$ cat config.mk
export PLATFORM = sky130hd
export DESIGN_NAME = sort_oet_n_flat
export DESIGN_NICKNAME = d
export VERILOG_FILES = /design/src/rtl/sort_pkg.sv /design/src/rtl/sort_oet_n_if.sv /design/src/rtl/sort_cas.sv /design/src/rtl/sort_oet_n.sv /design/src/flat_wrapper.sv
export SDC_FILE = /design/constraint.sdc
export NUM_CORES = 1
export LEC_CHECK = 0
export ABC_AREA = 1
export CAP_MARGIN = 30
export CELL_PAD_IN_SITES_DETAIL_PLACEMENT = 0
export CELL_PAD_IN_SITES_GLOBAL_PLACEMENT = 2
export CORE_ASPECT_RATIO = 0.5
export CORE_MARGIN = 8
export CORE_UTILIZATION = 29
export CTS_BUF_LIST = sky130_fd_sc_hd__clkbuf_16
export CTS_CLUSTER_SIZE = 8
export DETAILED_ROUTE_END_ITERATION = 8
export PLACE_DENSITY_LB_ADDON = 0.1
export SETUP_SLACK_MARGIN = 0.2
export SYNTH_ARGS = -nofsm -noshare
export SYNTH_HDL_FRONTEND = slang
export SYNTH_SLANG_ARGS = --single-unit
$ cat constraint.sdc
create_clock -name clk -period 5.72 [get_ports clk]
set_input_delay 1.144 -clock clk [delete_from_list [all_inputs] [get_ports clk]]
set_output_delay 1.144 -clock clk [all_outputs]
set_load 0.02 [all_outputs]
$ cat src/rtl/sort_pkg.sv
// Shared definitions for the sorter family: FSM state encoding and a
// constant-foldable log2 helper used to size index fields.
package sort_pkg;

  typedef enum logic [1:0] {
    IDLE = 2'd0,
    SORT = 2'd1,
    DONE = 2'd2
  } state_e;

  // Ceiling log2, never less than 1 so an index field always has a bit.
  function automatic int clog2(input int v);
    int r;
    int x;
    r = 0;
    x = v - 1;
    while (x > 0) begin
      r = r + 1;
      x = x >> 1;
    end
    return (r == 0) ? 1 : r;
  endfunction

endpackage

$ cat src/rtl/sort_oet_n_if.sv
// Handshake bundle between a vector producer / result consumer and the
// sorter. The master side is the environment, the slave side the sorter.
interface sort_oet_n_if #(
  parameter int WIDTH = 16,
  parameter int N     = 4
);
  localparam int IDXW = sort_pkg::clog2(N);

  logic                 in_valid;
  logic                 in_ready;
  logic [N*WIDTH-1:0]   in_data;
  logic                 in_desc;
  logic                 out_valid;
  logic                 out_ready;
  logic [N*WIDTH-1:0]   out_data;
  logic [N*IDXW-1:0]    out_idx;
  logic                 busy;

  modport master (
    output in_valid, in_data, in_desc, out_ready,
    input  in_ready, out_valid, out_data, out_idx, busy
  );

  modport slave (
    input  in_valid, in_data, in_desc, out_ready,
    output in_ready, out_valid, out_data, out_idx, busy
  );

endinterface

$ cat src/rtl/sort_cas.sv
// Compare-exchange cell. 'hi' is the element that belongs at the lower
// position of the pair for the requested direction, 'lo' the other one.
// Elements swap only when strictly out of order, which keeps ties stable.
module sort_cas #(
  parameter int WIDTH  = 16,
  parameter int SIGNED = 0,
  parameter int IDXW   = 2
) (
  input  logic [WIDTH-1:0] a,
  input  logic [WIDTH-1:0] b,
  input  logic [IDXW-1:0]  ia,
  input  logic [IDXW-1:0]  ib,
  input  logic             desc,
  output logic [WIDTH-1:0] hi,
  output logic [WIDTH-1:0] lo,
  output logic [IDXW-1:0]  ihi,
  output logic [IDXW-1:0]  ilo
);

  logic a_lt_b;
  logic a_gt_b;
  logic swap;

  generate
    if (SIGNED != 0) begin : g_signed
      logic signed [WIDTH-1:0] sa;
      logic signed [WIDTH-1:0] sb;
      assign sa     = a;
      assign sb     = b;
      assign a_lt_b = (sa < sb);
      assign a_gt_b = (sa > sb);
    end else begin : g_unsigned
      assign a_lt_b = (a < b);
      assign a_gt_b = (a > b);
    end
  endgenerate

  assign swap = desc ? a_lt_b : a_gt_b;
  assign hi   = swap ? b  : a;
  assign lo   = swap ? a  : b;
  assign ihi  = swap ? ib : ia;
  assign ilo  = swap ? ia : ib;

endmodule

$ cat src/rtl/sort_oet_n.sv
// Iterative odd-even transposition sorter: one compare-exchange layer per
// clock over N phases, carrying each element's original input index.
module sort_oet_n
  import sort_pkg::*;
#(
  parameter int WIDTH  = 16,
  parameter int N      = 4,
  parameter int SIGNED = 0
) (
  input  logic          clk,
  input  logic          rst,
  sort_oet_n_if.slave   bus
);

  localparam int IDXW = clog2(N);
  localparam logic [IDXW-1:0] LAST_PHASE = IDXW'(N - 1);

  state_e          state_q;
  state_e          state_d;
  logic [IDXW-1:0] phase_q;
  logic            desc_q;
  logic            accept;

  logic [WIDTH-1:0] data_q  [N];
  logic [IDXW-1:0]  idx_q   [N];
  logic [WIDTH-1:0] data_nx [N];
  logic [IDXW-1:0]  idx_nx  [N];

  logic [WIDTH-1:0] hi_w  [N-1];
  logic [WIDTH-1:0] lo_w  [N-1];
  logic [IDXW-1:0]  ihi_w [N-1];
  logic [IDXW-1:0]  ilo_w [N-1];

  assign accept        = (state_q == IDLE) && bus.in_valid;
  assign bus.in_ready  = (state_q == IDLE);
  assign bus.out_valid = (state_q == DONE);
  assign bus.busy      = (state_q != IDLE);

  // Cell k always looks at elements (k, k+1); the phase parity decides
  // which cells actually write back.
  generate
    for (genvar k = 0; k < N - 1; k++) begin : g_cas
      sort_cas #(
        .WIDTH  (WIDTH),
        .SIGNED (SIGNED),
        .IDXW   (IDXW)
      ) u_cas (
        .a    (data_q[k]),
        .b    (data_q[k+1]),
        .ia   (idx_q[k]),
        .ib   (idx_q[k+1]),
        .desc (desc_q),
        .hi   (hi_w[k]),
        .lo   (lo_w[k]),
        .ihi  (ihi_w[k]),
        .ilo  (ilo_w[k])
      );
    end

    for (genvar j = 0; j < N; j++) begin : g_pack
      assign bus.out_data[WIDTH*j +: WIDTH] = data_q[j];
      assign bus.out_idx[IDXW*j +: IDXW]    = idx_q[j];
    end
  endgenerate

  // State register.
  always_ff @(posedge clk) begin
    if (rst) state_q <= IDLE;
    else     state_q <= state_d;
  end

  // Next-state logic: accept in IDLE, N phases in SORT, hold until consumed.
  always_comb begin
    state_d = state_q;
    unique case (state_q)
      IDLE:    if (bus.in_valid)         state_d = SORT;
      SORT:    if (phase_q == LAST_PHASE) state_d = DONE;
      DONE:    if (bus.out_ready)        state_d = IDLE;
      default: state_d = IDLE;
    endcase
  end

  // Phase counter: cleared on accept, advances once per SORT clock.
  always_ff @(posedge clk) begin
    if (rst)                   phase_q <= '0;
    else if (accept)           phase_q <= '0;
    else if (state_q == SORT)  phase_q <= phase_q + 1'b1;
  end

  // One transposition layer: even phases use cells 0,2,..; odd phases 1,3,..
  always_comb begin
    for (int j = 0; j < N; j++) begin
      data_nx[j] = data_q[j];
      idx_nx[j]  = idx_q[j];
    end
    for (int k = 0; k < N - 1; k++) begin
      if (k[0] == phase_q[0]) begin
        data_nx[k]   = hi_w[k];
        data_nx[k+1] = lo_w[k];
        idx_nx[k]    = ihi_w[k];
        idx_nx[k+1]  = ilo_w[k];
      end
    end
  end

  // Element, index and direction registers: load on accept, permute in SORT.
  always_ff @(posedge clk) begin
    if (rst) begin
      desc_q <= 1'b0;
      for (int j = 0; j < N; j++) begin
        data_q[j] <= '0;
        idx_q[j]  <= '0;
      end
    end else if (accept) begin
      desc_q <= bus.in_desc;
      for (int j = 0; j < N; j++) begin
        data_q[j] <= bus.in_data[WIDTH*j +: WIDTH];
        idx_q[j]  <= IDXW'(j);
      end
    end else if (state_q == SORT) begin
      for (int j = 0; j < N; j++) begin
        data_q[j] <= data_nx[j];
        idx_q[j]  <= idx_nx[j];
      end
    end
  end

endmodule

$ cat src/flat_wrapper.sv
// flat-port wrapper written by rule: the top's interface ports become plain ports
module sort_oet_n_flat import sort_pkg::*;
#(
  parameter int WIDTH  = 16,
  parameter int N      = 4,
  parameter int SIGNED = 0
)
  (clk, rst, bus_in_valid, bus_in_data, bus_in_desc, bus_out_ready, bus_in_ready, bus_out_valid, bus_out_data, bus_out_idx, bus_busy);
  sort_oet_n_if #(.WIDTH(WIDTH), .N(N)) bus_i ();
  input  logic clk;
  input  logic rst;
  input wire logic [$bits(bus_i.in_valid)-1:0] bus_in_valid;
  input wire logic [$bits(bus_i.in_data)-1:0] bus_in_data;
  input wire logic [$bits(bus_i.in_desc)-1:0] bus_in_desc;
  input wire logic [$bits(bus_i.out_ready)-1:0] bus_out_ready;
  output wire logic [$bits(bus_i.in_ready)-1:0] bus_in_ready;
  output wire logic [$bits(bus_i.out_valid)-1:0] bus_out_valid;
  output wire logic [$bits(bus_i.out_data)-1:0] bus_out_data;
  output wire logic [$bits(bus_i.out_idx)-1:0] bus_out_idx;
  output wire logic [$bits(bus_i.busy)-1:0] bus_busy;
  assign bus_i.in_valid = bus_in_valid;
  assign bus_i.in_data = bus_in_data;
  assign bus_i.in_desc = bus_in_desc;
  assign bus_i.out_ready = bus_out_ready;
  assign bus_in_ready = bus_i.in_ready;
  assign bus_out_valid = bus_i.out_valid;
  assign bus_out_data = bus_i.out_data;
  assign bus_out_idx = bus_i.out_idx;
  assign bus_busy = bus_i.busy;
  sort_oet_n #(.WIDTH(WIDTH), .N(N), .SIGNED(SIGNED)) u_core (.clk(clk), .rst(rst), .bus(bus_i));
endmodule
Figure 1. Met1 routing.
Cells faint in the background.
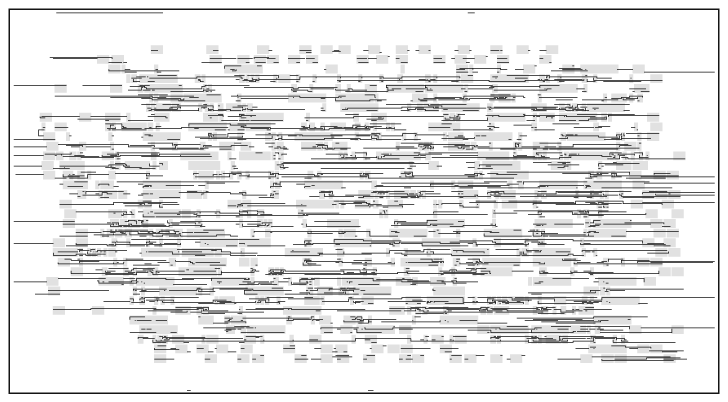
main direction: horizontal
nets with wire on the layer: 775
via count: 4,453
met1 usage: 0.229
DRT Wirelength: 17.4 mm

Figure 2. Cells by drive strength.
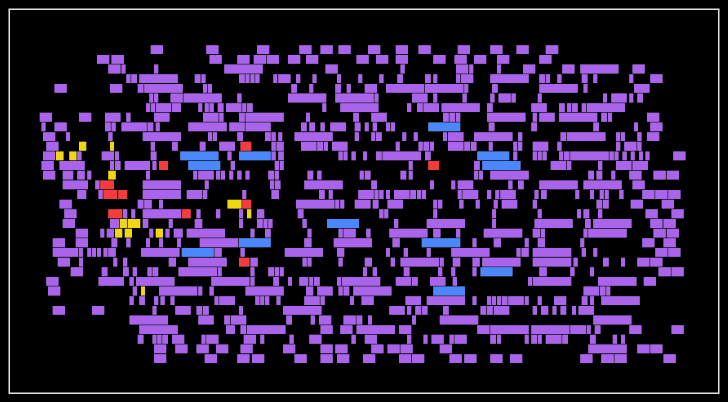
legend:
  purple:
    size: _0 and _1 cells
    cells: 696
    share: 95%
    most_used: nand2_1
  blue:
    size: _6 and larger
    cells: 12
    share: 1.6%
    most_used: clkbuf_16
  red:
    size: _3 and _4 cells
    cells: 10
    share: 1.4%
  yellow:
    size: _2 cells
    cells: 13
    share: 1.8%
    most_used: nor2_2
Final Cell Area: 0.00688 mm²
Area Growth Syn to Fin: 41.0%

Figure 3. The metal 2 layer.
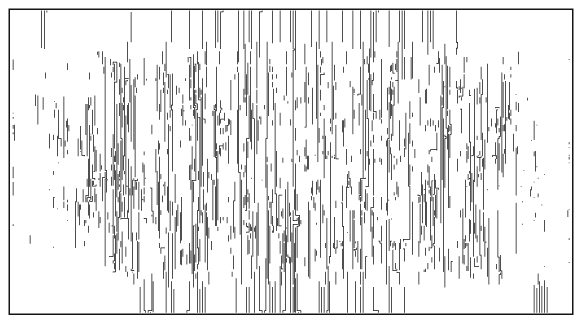
main direction: vertical
wire length on this layer: 7,510 µm
met2 Resource Use GR: 0.248

==> flow_summary_export.csv <==
group,metric,value,unit
floorplan,coreArea,0.0164,mm²
layout,lay_top_count,"nand2_1",
run,log.warning_count,26,
global_routing,grt.total_usage,0.163,
clock_network,hold_buffers,0,
worst_setup_path,crit_buf_inv,3,
worst_setup_path,slowest_stage,"nor2_2",
synthesis,syn_nets,707,
worst_hold_path,worstHoldStart,"u_core.phase_q[1]",
synthesis,yosys-stat-area,0.00488,mm²
sta,hold_viol_final,0,
clock_network,htree_num_levels,3,
synthesis,top_cell_area_share,0.431,
run,cap_violations,0,
clock_network,cts-root-buf,"clkbuf_16",
floorplan,floorplan.rows,33,
worst_setup_path,rr_startpoint,"u_core.data_q[2][11]",
synthesis,top_area_cell,"edfxtp_1",
global_routing,grt_antenna_before_repair,0,
layout,diodes,0,
clock_network,insertion_delay,0.35,ns
sta,finalSetupTns,0,ns
sta,tightest_slew,0.966,ns
worst_setup_path,reg2reg_depth,11,
clock_network,cts.sinks,77,
detailed_routing,drc_errors,0,
place,dpl.cell_count,942,
worst_setup_path,cp_cell_sequence,"clkdlybuf4s50_1 > nor2_4 > inv_2 > nor2_2 > a31oi_1 > nand2_1 > inv_1",
floorplan,chipArea,0.0215,mm²
synthesis,ys_dominant_reg_cell,"edfxtp_1",
worst_setup_path,required,5.69,ns
layout,layout-drive-gt1-share,0.0479,
sta,setup_viol,0,
synthesis,syn-cell-area,0.00488,mm²
run_status,outcome,"completed",
[report_power, final]
part | switching (mW) | internal, mW | leakage (nW)
logic | 0.527 | 0.369 | 1.89
registers | 0.119 | 0.750 | 0.805
clock network | 0.252 | 0.429 | 0.166
total | 0.898 | 1.55 | 2.86
[routing by layer]
| layer | track usage | wire [µm] | part of all wire |
|---|---|---|---|
| met3 | 0.0449 | 1090 | 0.063 |
| met2 | 0.248 | 7510 | 0.43 |
| met5 | 0 | 0 | 0 |
| met1 | 0.229 | 8680 | 0.50 |
| met4 | 0.0272 | 107 | 0.0062 |
[worst register-to-register path: stages, from the launching register on]
cell and delay (ns):
edfxtp_1 0.50, ha_1 0.35, nand2_1 0.08, nor2_1 0.27, nand2_1 0.12, nor2_1 0.18
nand2_1 0.10, nand4_1 0.10, nand2_1 0.14, nand2_2 0.12, nand3_1 0.09, nand2_1 0.62
[layout make-up]
cell class	instances	area (µm²)	area share
clock buffer	9	225	0.0327
clock inverter	7	124	0.0180
inverter	84	315	0.0458
multi-input combinational	408	2240	0.325
sequential	77	2240	0.326
tap	227	284	0.0413
timing repair buffer	146	1450	0.211
[state kept, by name, summed over array words and instances (netlist names)]
register	flops
u_core.state_q	2
u_core.phase_q	2
u_core.desc_q	1
u_core.idx_q	8
u_core.data_q	64
[cell families (layout without fill, tap and decap cells)]
group	Yosys count	count (layout)	synth area share
flops	77	77	0.459
buf+inv	104	246	0.0833
fa+ha+maj	49	49	0.126
compound gates	117	117	0.129
simple gates	242	242	0.203
[per-stage QoR]
stage / util / setup WS (ns) / hold slack [ns] / cell area (µm²)
floorplan: - / 2.33 / 0.449 / 4880
global placement: 0.398 / 1.71 / 0.459 / 6530
detailed placement: 0.398 / 1.67 / 0.469 / 6530
CTS: 0.419 / 2.02 / 0.479 / 6880
global route: 0.419 / 1.82 / 0.516 / 6880
finish: 0.419 / 2.05 / 0.485 / 6880
[how the worst max path moves through the flow]
stage                     start              endpoint  cells after the start
after detailed placement    rst  u_core.data_q[0][11]                      7
after global routing        rst   u_core.data_q[0][4]                      7
after global placement      rst  u_core.data_q[0][13]                      7
after floorplan             rst   u_core.data_q[3][0]                      6
after CTS                   rst   u_core.data_q[0][4]                      7
final                       rst    u_core.idx_q[1][1]                      7
[synth_stat cells, types with 2 or more instances]
| library cell | n |
|---|---|
| nand2_1 | 175 |
| inv_1 | 81 |
| edfxtp_1 | 70 |
| o21ai_0 | 53 |
| ha_1 | 49 |
| a21oi_1 | 37 |
| nor2_1 | 35 |
| a31oi_1 | 18 |
| clkbuf_1 | 13 |
| nand3_1 | 13 |
| dfxtp_1 | 7 |
| nand4_1 | 7 |
| nor2_2 | 5 |
| buf_2 | 4 |
| buf_4 | 3 |
| inv_2 | 3 |
| nand2_2 | 3 |
| nor2_4 | 3 |
| o211ai_1 | 2 |
No activity file was given, so power comes from the tool's default toggle rates.
